## src/rtl/ysyx_201979054_mem_arbiter_if.sv

```systemverilog
// Bundle of requester-side and AXI-master-side signals around the shared memory arbiter.
// Handshake: a requester holds i_reqN with stable attributes until its one-cycle o_doneN;
// every o_beatN pulse is one accepted beat, after which the requester presents its next i_wdataN.
interface ysyx_201979054_mem_arbiter_if #(
    parameter int ADDR_WIDTH = 32,
    parameter int DATA_WIDTH = 64
);
    logic                  i_req0;
    logic                  i_req1;
    logic                  i_we0;
    logic                  i_we1;
    logic [ADDR_WIDTH-1:0] i_addr0;
    logic [ADDR_WIDTH-1:0] i_addr1;
    logic [7:0]            i_len0;
    logic [7:0]            i_len1;
    logic [2:0]            i_size0;
    logic [2:0]            i_size1;
    logic [7:0]            i_strb0;
    logic [7:0]            i_strb1;
    logic [DATA_WIDTH-1:0] i_wdata0;
    logic [DATA_WIDTH-1:0] i_wdata1;
    logic                  o_gnt0;
    logic                  o_gnt1;
    logic                  o_beat0;
    logic                  o_beat1;
    logic                  o_done0;
    logic                  o_done1;
    logic [DATA_WIDTH-1:0] o_rdata;
    logic                  o_read_req;
    logic                  o_write_req;
    logic [ADDR_WIDTH-1:0] o_addr;
    logic [7:0]            o_len;
    logic [2:0]            o_size;
    logic [7:0]            o_strb;
    logic [DATA_WIDTH-1:0] o_wdata;
    logic                  i_axi_handshake;
    logic                  i_axi_done;
    logic [DATA_WIDTH-1:0] i_rdata;
    logic                  o_len_err;
    logic [1:0]            dbg_state;

    modport slave (
        input  i_req0, i_req1, i_we0, i_we1, i_addr0, i_addr1, i_len0, i_len1,
               i_size0, i_size1, i_strb0, i_strb1, i_wdata0, i_wdata1,
               i_axi_handshake, i_axi_done, i_rdata,
        output o_gnt0, o_gnt1, o_beat0, o_beat1, o_done0, o_done1, o_rdata,
               o_read_req, o_write_req, o_addr, o_len, o_size, o_strb, o_wdata,
               o_len_err, dbg_state
    );

    modport master (
        output i_req0, i_req1, i_we0, i_we1, i_addr0, i_addr1, i_len0, i_len1,
               i_size0, i_size1, i_strb0, i_strb1, i_wdata0, i_wdata1,
               i_axi_handshake, i_axi_done, i_rdata,
        input  o_gnt0, o_gnt1, o_beat0, o_beat1, o_done0, o_done1, o_rdata,
               o_read_req, o_write_req, o_addr, o_len, o_size, o_strb, o_wdata,
               o_len_err, dbg_state
    );
endinterface

```

## src/rtl/ysyx_201979054_mem_arbiter.sv

```systemverilog
// Round-robin arbiter between the instruction (port 0) and data (port 1) paths for one
// shared AXI4 master; latches the winner's request and routes beats/completion back to it.
module ysyx_201979054_mem_arbiter #(
    parameter int ADDR_WIDTH = 32,
    parameter int DATA_WIDTH = 64
) (
    input  logic clk,
    input  logic arst,
    ysyx_201979054_mem_arbiter_if.slave bus
);
    typedef enum logic [1:0] {
        IDLE = 2'd0,
        BUSY = 2'd1,
        DONE = 2'd2
    } state_t;

    state_t                state;
    state_t                state_nxt;
    logic                  owner;
    logic                  last_gnt;
    logic                  we_q;
    logic [ADDR_WIDTH-1:0] addr_q;
    logic [7:0]            len_q;
    logic [2:0]            size_q;
    logic [7:0]            strb_q;
    logic [8:0]            beat_cnt;
    logic                  len_err;

    logic                  any_req;
    logic                  winner;
    logic                  busy;
    logic                  owned;
    logic [9:0]            eff_beats;
    logic [8:0]            want_beats;
    logic [DATA_WIDTH-1:0] wdata_sel;

    always_comb begin
        any_req = bus.i_req0 | bus.i_req1;
        // On a tie the port that did not win last time gets the master.
        if (bus.i_req0 && bus.i_req1) begin
            winner = ~last_gnt;
        end else begin
            winner = bus.i_req1;
        end
    end

    always_comb begin
        state_nxt = state;
        case (state)
            IDLE:    if (any_req) state_nxt = BUSY;
            BUSY:    if (bus.i_axi_done) state_nxt = DONE;
            DONE:    state_nxt = IDLE;
            default: state_nxt = IDLE;
        endcase
    end

    // A handshake arriving together with done still counts as a beat.
    assign eff_beats  = {1'b0, beat_cnt} + {9'd0, bus.i_axi_handshake};
    assign want_beats = {1'b0, len_q} + 9'd1;

    always_ff @(posedge clk) begin
        if (!arst) begin
            state    <= IDLE;
            owner    <= 1'b0;
            last_gnt <= 1'b1;
            we_q     <= 1'b0;
            addr_q   <= '0;
            len_q    <= '0;
            size_q   <= '0;
            strb_q   <= '0;
            beat_cnt <= '0;
            len_err  <= 1'b0;
        end else begin
            state <= state_nxt;
            case (state)
                IDLE: begin
                    if (any_req) begin
                        owner    <= winner;
                        last_gnt <= winner;
                        we_q     <= winner ? bus.i_we1   : bus.i_we0;
                        addr_q   <= winner ? bus.i_addr1 : bus.i_addr0;
                        len_q    <= winner ? bus.i_len1  : bus.i_len0;
                        size_q   <= winner ? bus.i_size1 : bus.i_size0;
                        strb_q   <= winner ? bus.i_strb1 : bus.i_strb0;
                        beat_cnt <= '0;
                    end
                end
                BUSY: begin
                    if (bus.i_axi_handshake && beat_cnt != 9'd256) begin
                        beat_cnt <= beat_cnt + 9'd1;
                    end
                    if (bus.i_axi_done && eff_beats != {1'b0, want_beats}) begin
                        len_err <= 1'b1;
                    end
                end
                default: ;
            endcase
        end
    end

    assign busy      = (state == BUSY);
    assign owned     = (state == BUSY) || (state == DONE);
    assign wdata_sel = owner ? bus.i_wdata1 : bus.i_wdata0;

    assign bus.o_gnt0      = owned & ~owner;
    assign bus.o_gnt1      = owned & owner;
    assign bus.o_beat0     = bus.i_axi_handshake & busy & ~owner;
    assign bus.o_beat1     = bus.i_axi_handshake & busy & owner;
    assign bus.o_done0     = (state == DONE) & ~owner;
    assign bus.o_done1     = (state == DONE) & owner;
    assign bus.o_read_req  = busy & ~we_q;
    assign bus.o_write_req = busy & we_q;
    assign bus.o_addr      = addr_q;
    assign bus.o_len       = len_q;
    assign bus.o_size      = size_q;
    assign bus.o_strb      = strb_q;
    assign bus.o_wdata     = busy ? wdata_sel : '0;
    assign bus.o_rdata     = bus.i_rdata;
    assign bus.o_len_err   = len_err;
    assign bus.dbg_state   = state;
endmodule

```

## src/flat_wrapper.sv

```systemverilog
// flat-port wrapper written by rule: the top's interface ports become plain ports
module ysyx_201979054_mem_arbiter_flat 
#(
    parameter int ADDR_WIDTH = 32,
    parameter int DATA_WIDTH = 64
)
  (clk, arst, bus_i_req0, bus_i_req1, bus_i_we0, bus_i_we1, bus_i_addr0, bus_i_addr1, bus_i_len0, bus_i_len1, bus_i_size0, bus_i_size1, bus_i_strb0, bus_i_strb1, bus_i_wdata0, bus_i_wdata1, bus_i_axi_handshake, bus_i_axi_done, bus_i_rdata, bus_o_gnt0, bus_o_gnt1, bus_o_beat0, bus_o_beat1, bus_o_done0, bus_o_done1, bus_o_rdata, bus_o_read_req, bus_o_write_req, bus_o_addr, bus_o_len, bus_o_size, bus_o_strb, bus_o_wdata, bus_o_len_err, bus_dbg_state);
  ysyx_201979054_mem_arbiter_if #(.ADDR_WIDTH(ADDR_WIDTH), .DATA_WIDTH(DATA_WIDTH)) bus_i ();
  input  logic clk;
  input  logic arst;
  input wire logic [$bits(bus_i.i_req0)-1:0] bus_i_req0;
  input wire logic [$bits(bus_i.i_req1)-1:0] bus_i_req1;
  input wire logic [$bits(bus_i.i_we0)-1:0] bus_i_we0;
  input wire logic [$bits(bus_i.i_we1)-1:0] bus_i_we1;
  input wire logic [$bits(bus_i.i_addr0)-1:0] bus_i_addr0;
  input wire logic [$bits(bus_i.i_addr1)-1:0] bus_i_addr1;
  input wire logic [$bits(bus_i.i_len0)-1:0] bus_i_len0;
  input wire logic [$bits(bus_i.i_len1)-1:0] bus_i_len1;
  input wire logic [$bits(bus_i.i_size0)-1:0] bus_i_size0;
  input wire logic [$bits(bus_i.i_size1)-1:0] bus_i_size1;
  input wire logic [$bits(bus_i.i_strb0)-1:0] bus_i_strb0;
  input wire logic [$bits(bus_i.i_strb1)-1:0] bus_i_strb1;
  input wire logic [$bits(bus_i.i_wdata0)-1:0] bus_i_wdata0;
  input wire logic [$bits(bus_i.i_wdata1)-1:0] bus_i_wdata1;
  input wire logic [$bits(bus_i.i_axi_handshake)-1:0] bus_i_axi_handshake;
  input wire logic [$bits(bus_i.i_axi_done)-1:0] bus_i_axi_done;
  input wire logic [$bits(bus_i.i_rdata)-1:0] bus_i_rdata;
  output wire logic [$bits(bus_i.o_gnt0)-1:0] bus_o_gnt0;
  output wire logic [$bits(bus_i.o_gnt1)-1:0] bus_o_gnt1;
  output wire logic [$bits(bus_i.o_beat0)-1:0] bus_o_beat0;
  output wire logic [$bits(bus_i.o_beat1)-1:0] bus_o_beat1;
  output wire logic [$bits(bus_i.o_done0)-1:0] bus_o_done0;
  output wire logic [$bits(bus_i.o_done1)-1:0] bus_o_done1;
  output wire logic [$bits(bus_i.o_rdata)-1:0] bus_o_rdata;
  output wire logic [$bits(bus_i.o_read_req)-1:0] bus_o_read_req;
  output wire logic [$bits(bus_i.o_write_req)-1:0] bus_o_write_req;
  output wire logic [$bits(bus_i.o_addr)-1:0] bus_o_addr;
  output wire logic [$bits(bus_i.o_len)-1:0] bus_o_len;
  output wire logic [$bits(bus_i.o_size)-1:0] bus_o_size;
  output wire logic [$bits(bus_i.o_strb)-1:0] bus_o_strb;
  output wire logic [$bits(bus_i.o_wdata)-1:0] bus_o_wdata;
  output wire logic [$bits(bus_i.o_len_err)-1:0] bus_o_len_err;
  output wire logic [$bits(bus_i.dbg_state)-1:0] bus_dbg_state;
  assign bus_i.i_req0 = bus_i_req0;
  assign bus_i.i_req1 = bus_i_req1;
  assign bus_i.i_we0 = bus_i_we0;
  assign bus_i.i_we1 = bus_i_we1;
  assign bus_i.i_addr0 = bus_i_addr0;
  assign bus_i.i_addr1 = bus_i_addr1;
  assign bus_i.i_len0 = bus_i_len0;
  assign bus_i.i_len1 = bus_i_len1;
  assign bus_i.i_size0 = bus_i_size0;
  assign bus_i.i_size1 = bus_i_size1;
  assign bus_i.i_strb0 = bus_i_strb0;
  assign bus_i.i_strb1 = bus_i_strb1;
  assign bus_i.i_wdata0 = bus_i_wdata0;
  assign bus_i.i_wdata1 = bus_i_wdata1;
  assign bus_i.i_axi_handshake = bus_i_axi_handshake;
  assign bus_i.i_axi_done = bus_i_axi_done;
  assign bus_i.i_rdata = bus_i_rdata;
  assign bus_o_gnt0 = bus_i.o_gnt0;
  assign bus_o_gnt1 = bus_i.o_gnt1;
  assign bus_o_beat0 = bus_i.o_beat0;
  assign bus_o_beat1 = bus_i.o_beat1;
  assign bus_o_done0 = bus_i.o_done0;
  assign bus_o_done1 = bus_i.o_done1;
  assign bus_o_rdata = bus_i.o_rdata;
  assign bus_o_read_req = bus_i.o_read_req;
  assign bus_o_write_req = bus_i.o_write_req;
  assign bus_o_addr = bus_i.o_addr;
  assign bus_o_len = bus_i.o_len;
  assign bus_o_size = bus_i.o_size;
  assign bus_o_strb = bus_i.o_strb;
  assign bus_o_wdata = bus_i.o_wdata;
  assign bus_o_len_err = bus_i.o_len_err;
  assign bus_dbg_state = bus_i.dbg_state;
  ysyx_201979054_mem_arbiter #(.ADDR_WIDTH(ADDR_WIDTH), .DATA_WIDTH(DATA_WIDTH)) u_core (.clk(clk), .arst(arst), .bus(bus_i));
endmodule
```

## config.mk

```make
export PLATFORM = sky130hd
export DESIGN_NAME = ysyx_201979054_mem_arbiter_flat
export DESIGN_NICKNAME = d
export VERILOG_FILES = /design/src/rtl/ysyx_201979054_mem_arbiter_if.sv /design/src/rtl/ysyx_201979054_mem_arbiter.sv /design/src/flat_wrapper.sv
export SDC_FILE = /design/constraint.sdc
export NUM_CORES = 1
export LEC_CHECK = 0
export ABC_CLOCK_PERIOD_IN_PS = 2000
export CORE_AREA = 4 4 188 190
export DETAILED_ROUTE_END_ITERATION = 10
export DIE_AREA = 0 0 192 194
export DONT_BUFFER_PORTS = 1
export GPL_ROUTABILITY_DRIVEN = 0
export PLACE_DENSITY = 0.3
export SETUP_SLACK_MARGIN = 0.15
export SLEW_MARGIN = 0
export SYNTH_ARGS = -nofsm -noshare
export SYNTH_HDL_FRONTEND = slang
export SYNTH_SLANG_ARGS = --single-unit
export TNS_END_PERCENT = 1
```

## constraint.sdc

```tcl
create_clock -name clk -period 2 [get_ports clk]
set_input_delay 0.6 -clock clk [delete_from_list [all_inputs] [get_ports clk]]
set_output_delay 0.6 -clock clk [all_outputs]
set_load 0.03 [all_outputs]
```

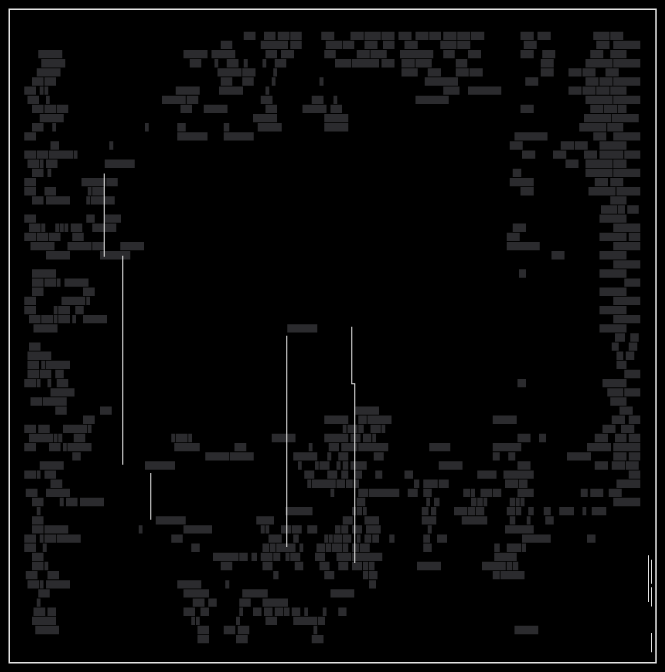
*Met4 routing, run 1*
Cells faint in the background.
main direction: vertical
nets with wire on the layer: 6
longest straight run: 62.6 um
wire length on this layer: 265 um
via count: 4160
final WL: 21400 um

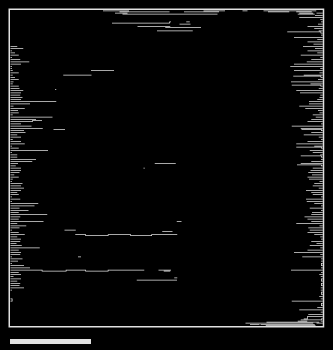
*Met3 routing, run 1*
The bar under the picture is 50 um long.
nets with wire on the layer: 271
main direction: horizontal

==> reports/qor.csv, run 1 <==
metric,value,unit
drt_first_pass_iters,4,
path_class,reg -> out,
ant_nets,0,
numSynthFlops,66,
root_buffer,clkbuf_16,
postSynthCellCount,594,
fp_nets,904,
crit_path_end,bus_o_wdata[7],
ys_cells,594,
enable_flop_cells,0,
cp-start-kind,register,
period_used_share,106,%
lay_top_cells,"66 x mux2i_1, 61 x nor2_4, 59 x nand2_1, 56 x dfxtp_1, 51 x o211a_1",
synthTopCellsByCount,"117 x mux2i_1, 82 x nor2_1, 66 x dfxtp_1, 64 x buf_4, 60 x nand2_1",
syn2layout_area_growth,41.0,%
maxPowerGroup,combinational cells,
path_clk_slew,0.06,ns
final_util,21.0,%
synth_top_area_share,26.5,%
synth_area_leader_cell,dfxtp_1,
fmax,474,MHz
holdBufCountCts,0,
maxCapViolations,0,
finalHoldViolCount,0,
die_w,192,um
post_cts_resized,109,
setup_viol,68,
whs,0.359,ns
clkSinkCount,66,
flop_cell,dfxtp_1,
final_cells,1011,
p_clk,1.54,mW
cp-end-kind,output pin,
numCtsBuffers,9,
yosysSeqAreaShare,26.5,%
nets,870,
ios,492,
grt_overflow,0,
dieArea,0.0372,mm^2
vias_per_cell,4.11,
xor_area_share,3.96,%
track_usage,10.8,%
met1_usage,11.8,%
critPathMaxFanout,8,
coreArea,0.0334,mm^2
synthMostInstantiatedCell,mux2i_1,
min_to,u_core.last_gnt,
grtUsageMet3,4.29,%
max_slew_margin,70.6,%
rsz0062_at_grt,true,
ys_types,39,
worstSkewPairLatency,0.35,ns
io_buffer_count,0,
wl_met1,7930,um
antenna_found_initial,0,
critPathRequiredTime,1.40,ns
r2r-end,u_core.bus.o_len_err,
p_per_area,782,mW/mm^2
cts_setup_buffers,9,
comb_cell_power,2.09,mW
grt_pass1_wl,30000,um
hold_path_class,in -> reg,
drt_iter0_drc,155,
status,finished with violations,
rrSetupSlack,0.17,ns
timing.critical_path.from,u_core.owner,
logic_area,0.00400,mm^2
fillers,3589,
violations,setup timing,
lay_top_count,mux2i_1,
ys_sh_simple,16.5,%
netSwitchingFraction,40.2,%
setup_slack,-0.112,ns
synth.cellmix.adderShare,2.01,%
pwr-share-comb,37.9,%
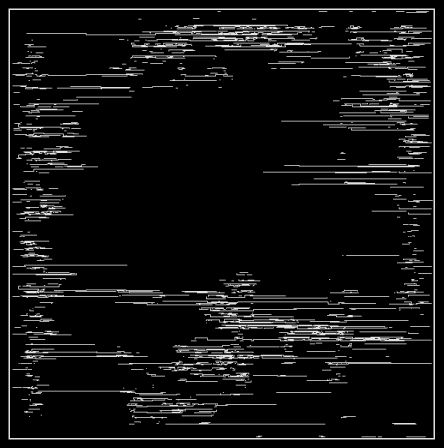
*Met1 routing, run 1*
share of all routed wire: 37%
wire length on this layer: 7930 um
longest straight run: 72.2 um

run 1: critical path: stages, from the launching register on:
cell,delay [ns]
dfxtp_4,0.40
buf_6,0.15
buf_16,0.15
mux2i_1,0.34
nor2_4,0.12
run 1: layout make-up:
cell class              instances  share of cell area [%]
flip-flops and latches         66                    19.1
clock inverters                 2                   0.178
repair buffers                 62                    11.4
clock buffers                  12                    3.79
well taps                     448                    7.97
multi-input cells             412                    56.9
inverters                       9                   0.694
run 1: sequential cells by signal, summed over array words and instances, names as in the netlist, 2 cells and up:
register and count:
u_core.beat_cnt 9, u_core.bus.dbg_state 2, u_core.bus.o_addr 32, u_core.bus.o_len 8, u_core.bus.o_size 3, u_core.bus.o_strb 8
==> run 2: changes to the inputs <==
- CORE_AREA: 4 4 188 190 -> 4 4 190 192
- DIE_AREA: 0 0 192 194 -> 0 0 194 196
- REMOVE_ABC_BUFFERS: default -> 1
==> run 2 against run 1 <==
  * The flow still finishes with violations (setup timing)
  * Critical path type unchanged
  * Synthesized area stayed put
  * Maximum frequency grew 1.6%
  * Design area is 7.2% lower
  * Highest routed layer is now met5
  * Non-clock buffer count increased by 55
  * Power fell by 5.7%
  * Global-route usage up 0.51 points
  * Largest cell class unchanged
  * Core utilization shrank 2.0 points
  * Sequential share of layout area is 1.4 points higher
  * Synthesized cell count unchanged
==> reports/qor.csv, run 2 <==
metric,value,unit,change
p_leak,2.91,nW,
layout.area.seq,0.00134,mm^2,
synth_area_leader_cell,dfxtp_1,,
grt_overflow,0,,unchanged
setup_slack,-0.0794,ns,+0.0323 ns
path_class,reg -> out,,
crit_slowest_cell,dfxtp_4,,
clkCellAreaFrac,4.31,%,+0.34 points
final_cells,1076,,+6.4%
holdBufCountCts,0,,unchanged
drive_gt1_share,27.6,%,
syn2layout_area_growth,30.9,%,
cp_num_buf_inv,2,,unchanged
cp-end-kind,output pin,,
top_area_cell_class,multi-input combinational cells,,
vias_per_cell,4.09,,-0.69%
clockBufferDepth,2,,
cp-start-kind,register,,
root_buffer,clkbuf_16,,
post_cts_resized,31,,-72%
drt_iter0_drc,154,,-0.65%
postSynthCellCount,594,,unchanged
comb_area_share,47.9,%,-9.0 points
buffers_excl_clock,117,,+89%
seq_area_share,20.5,%,+1.4 points
rrSetupSlack,0.20,ns,+0.03 ns
finalHoldViolCount,0,,unchanged
inverters,9,,unchanged
logic_area,0.00313,mm^2,-22%
n_tap_cell,455,,+1.6%
setup_viol,63,,-7.4%
numSynthFlops,66,,unchanged
whs,0.385,ns,+0.0258 ns
r2r-end,u_core.beat_cnt[8],,
status,finished with violations,,
rsz0062_at_grt,true,,
hold_path_class,in -> reg,,
logic_gate_count,412,,unchanged
clkSinkCount,66,,unchanged
nets,925,,+6.3%
placed_cell_area,0.00586,mm^2,
final_util,19.0,%,-2.0 points
timing.critical_path.from,u_core.owner,,
synth_top_area_share,26.5,%,unchanged
slowest_delay,0.45,ns,+0.05 ns
cp.depth,4,,unchanged
path_clk_slew,0.06,ns,about the same
worstPathCellList,buf_12 > mux2i_1 > nor2_1 > buf_4,,
crit_path_end,bus_o_wdata[46],,
worstSkewPairLatency,0.34,ns,about the same
ios,492,,unchanged
via_count,4397,,+5.7%
ys_types,39,,unchanged
min_to,u_core.last_gnt,,
critPathRequiredTime,1.40,ns,about the same
lay_top_cells,"111 x mux2i_1, 94 x buf_4, 80 x nor2_1, 60 x nand2_1, 57 x dfxtp_1",,
p_per_area,794,mW/mm^2,+1.5%
die_w,194,um,+1.0%
yosysSeqAreaShare,26.5,%,unchanged
violations,setup timing,,
clock_buffers,10,,-2
p_total,5.18,mW,
grt_pass1_wl,32400,um,+7.8%
area_share_nonclk_buffers,17.8,%,+6.4 points
period_used_share,104,%,-1.6 points
drt-total-wl,23200,um,+8.0%
maxCapViolations,0,,unchanged
synthMostInstantiatedCell,mux2i_1,,
ant_nets,0,,unchanged
antenna_found_initial,0,,unchanged
fin_tns_setup,-2.16,ns,
io_buffer_count,0,,unchanged
diodes,1,,
largest_register_ffs,32,,unchanged
synthTopCellsByCount,"117 x mux2i_1, 82 x nor2_1, 66 x dfxtp_1, 64 x buf_4, 60 x nand2_1",,
dieArea,0.0380,mm^2,+2.1%
numCtsBuffers,9,,unchanged
enable_flop_cells,0,,unchanged
coreArea,0.0344,mm^2,+2.8%
ys_cells,594,,unchanged
fillers,3856,,+7.4%
fmax,481,MHz,+1.6%
run 2: layer usage:
layer	vias to the layer above	track usage, %	share of wire (%)
met2	352	15.7	41
met3	21	9.17	17
met4	8	2.03	0.94
li1	2033	-	-
met5	-	6.64	1.3
met1	1983	13.3	40
run 2: where the power goes:
| part | total, mW | internal [mW] | switching, mW |
|---|---|---|---|
| Clock | 1.53 | 0.874 | 0.657 |
| Combinational | 1.79 | 0.802 | 0.984 |
| Sequential | 1.87 | 1.48 | 0.389 |
run 2: kinds of logic (layout without fill, tap and decap cells):
group           count (synthesis)  count (layout)  share of synthesized area [%]
simple gates                  187             187                           16.5
xor+xnor                       21              21                           3.96
fa+ha+maj                       8               8                           2.01
compound gates                 79              79                           13.8
other cells                     0               1                              0
flops                          66              66                           26.5
buf+inv                       116             142                           13.8
mux                           117             117                           23.5
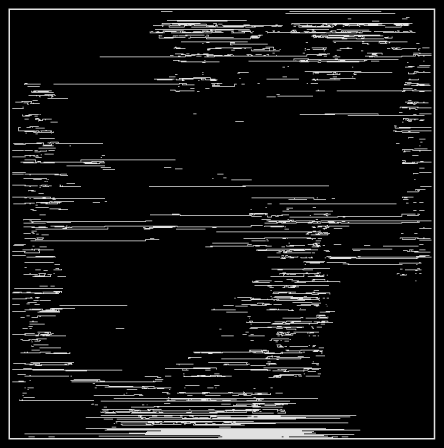
*Met1 routing, run 2*
nets with wire on the layer: 743
wire length on this layer: 9310 um
share of all routed wire: 40%
longest straight run: 128 um
main direction: horizontal

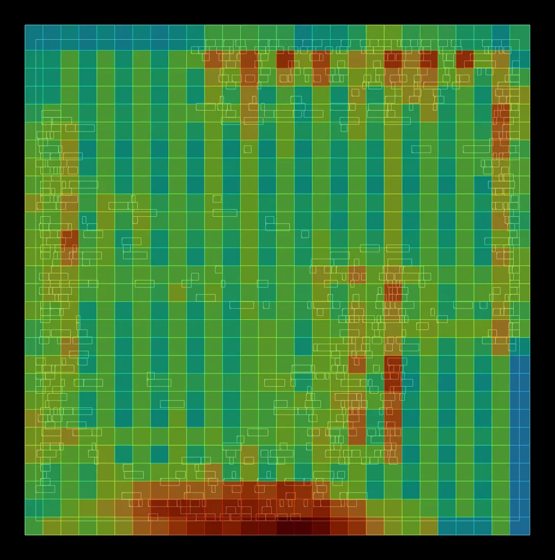
*Routing congestion, run 2*
M3 GR Usage: 9.17%
DR WL/cell: 21.5 um
met2 track demand over resource: 15.7%
grt met1 use: 13.3%
GRT Overall Usage: 11.4%

==> run 3: changes to the inputs <==
- REMOVE_ABC_BUFFERS: 1 -> default
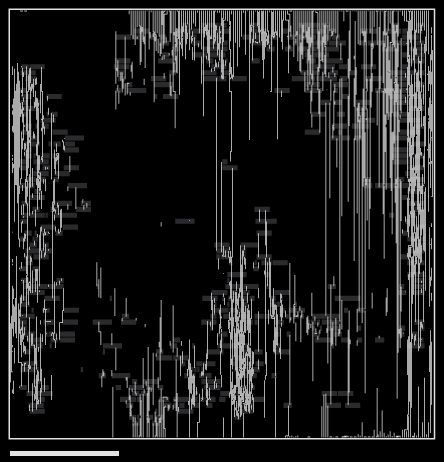
*The metal 2 layer, run 3*
The bar under the picture is 50 um long. Cells faint in the background.
main direction: vertical
longest straight run: 136 um
wire length on this layer: 12800 um
share of all routed wire: 51%
nets with wire on the layer: 773

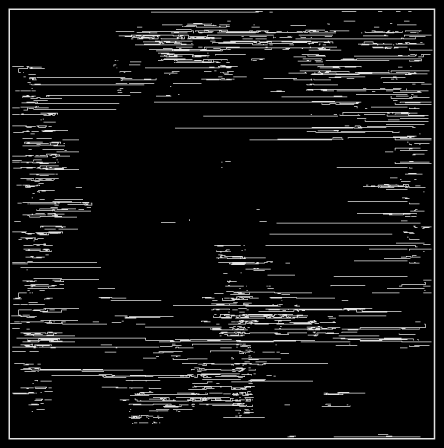
*Met1 routing, run 3*
wire length on this layer: 8710 um
longest straight run: 94.8 um
share of all routed wire: 35%
nets with wire on the layer: 701
main direction: horizontal
grt met1 use: 12.9%
final WL: 25000 um

==> run 3 against run 2 <==
  * The run still ends with setup timing left
  * Clock power is 3% lower
  * Clock skew increased by 0.0012 ns
  * Core utilization rose by 2.4 points
  * Setup slack worse by 0.074 ns
  * Register-to-register slack about the same
  * Hold slack got worse by 0.0077 ns
  * Wire length grew 7.8%
  * First-iteration DRC count shrank 0.65%
  * Final cell count shrank 4.6%
  * Flip-flop count stayed put
==> reports/qor.csv, run 3 <==
metric,value,unit,change
met2_length,12800,um,+35%
crit_slowest_cell,dfxtp_4,,
synth_area_leader_cell,dfxtp_1,,
violations,setup timing,,
drt_iter0_drc,153,,-0.65%
final_cells,1026,,-4.6%
critPathRequiredTime,1.40,ns,about the same
path_class,reg -> out,,
p_seq,1.87,mW,about the same
worstSkewPairLatency,0.34,ns,about the same
layout.area.seq,0.00135,mm^2,+0.37%
period_used_share,108,%,+3.7 points
io_buffer_count,0,,unchanged
syn2layout_area_growth,47.3,%,
area_share_nonclk_buffers,13.9,%,-3.9 points
grtUsageMet3,5.62,%,-3.6 points
numSynthFlops,66,,unchanged
top_area_cell_class,multi-input combinational cells,,
synth_top_area_share,26.5,%,unchanged
internal_power,3.33,mW,+5.6%
highest-signal-layer,met4,,
netSwitchingFraction,40.4,%,+1.3 points
whs,0.377,ns,-0.00769 ns
coreArea,0.0344,mm^2,unchanged
finalHoldViolCount,0,,unchanged
postSynthCellCount,594,,unchanged
setup_slack,-0.154,ns,-0.0741 ns
final_util,21.4,%,+2.4 points
status,finished with violations,,
cp_num_buf_inv,3,,+1
clkCellAreaFrac,3.59,%,-0.72 points
yosysSeqAreaShare,26.5,%,unchanged
largest_register_ffs,32,,unchanged
n_tap_cell,455,,unchanged
wl_per_cell,24.3,um,+13%
root_buffer,clkbuf_16,,
track_usage,12.4,%,+1.0 points
setup_viol,66,,+4.8%
slowest_delay,0.37,ns,-0.08 ns
p_clk,1.49,mW,-3%
die_w,194,um,unchanged
maxCapViolations,0,,unchanged
numCtsBuffers,9,,unchanged
inverters,9,,unchanged
ant_nets,0,,unchanged
run 3: cell types whose count changed in the layout (fill, tap and decap cells not counted), moves of 5 or more:
cell     previous run  this run
nor2_2              1         9
buf_16              4         9
mux2i_4             3        39
nor2_4              1        58
buf_12             12        22
nor2_1             80        15
mux2i_1           111        56
mux2i_2             3        22
buf_4              94        31
run 3: what timing repair did:
action                                  in CTS  in global routing
gates resized                              129                 24
pin swaps                                   28                  7
cloned                                       8                  0
setup buffers                                2                  0
endpoints found under the setup margin      73                114
hold buffers                                 0                  0
run 3: kinds of logic (layout without fill, tap and decap cells):
kind of cell	Yosys count	in the layout	share of synthesized area (%)
mux	117	117	23.5
xor+xnor	21	21	3.96
fa+ha+maj	8	8	2.01
flops	66	66	26.5
compound gates	79	79	13.8
buf+inv	116	93	13.8
simple gates	187	187	16.5
No activity file was given, so power comes from the tool's default toggle rates.
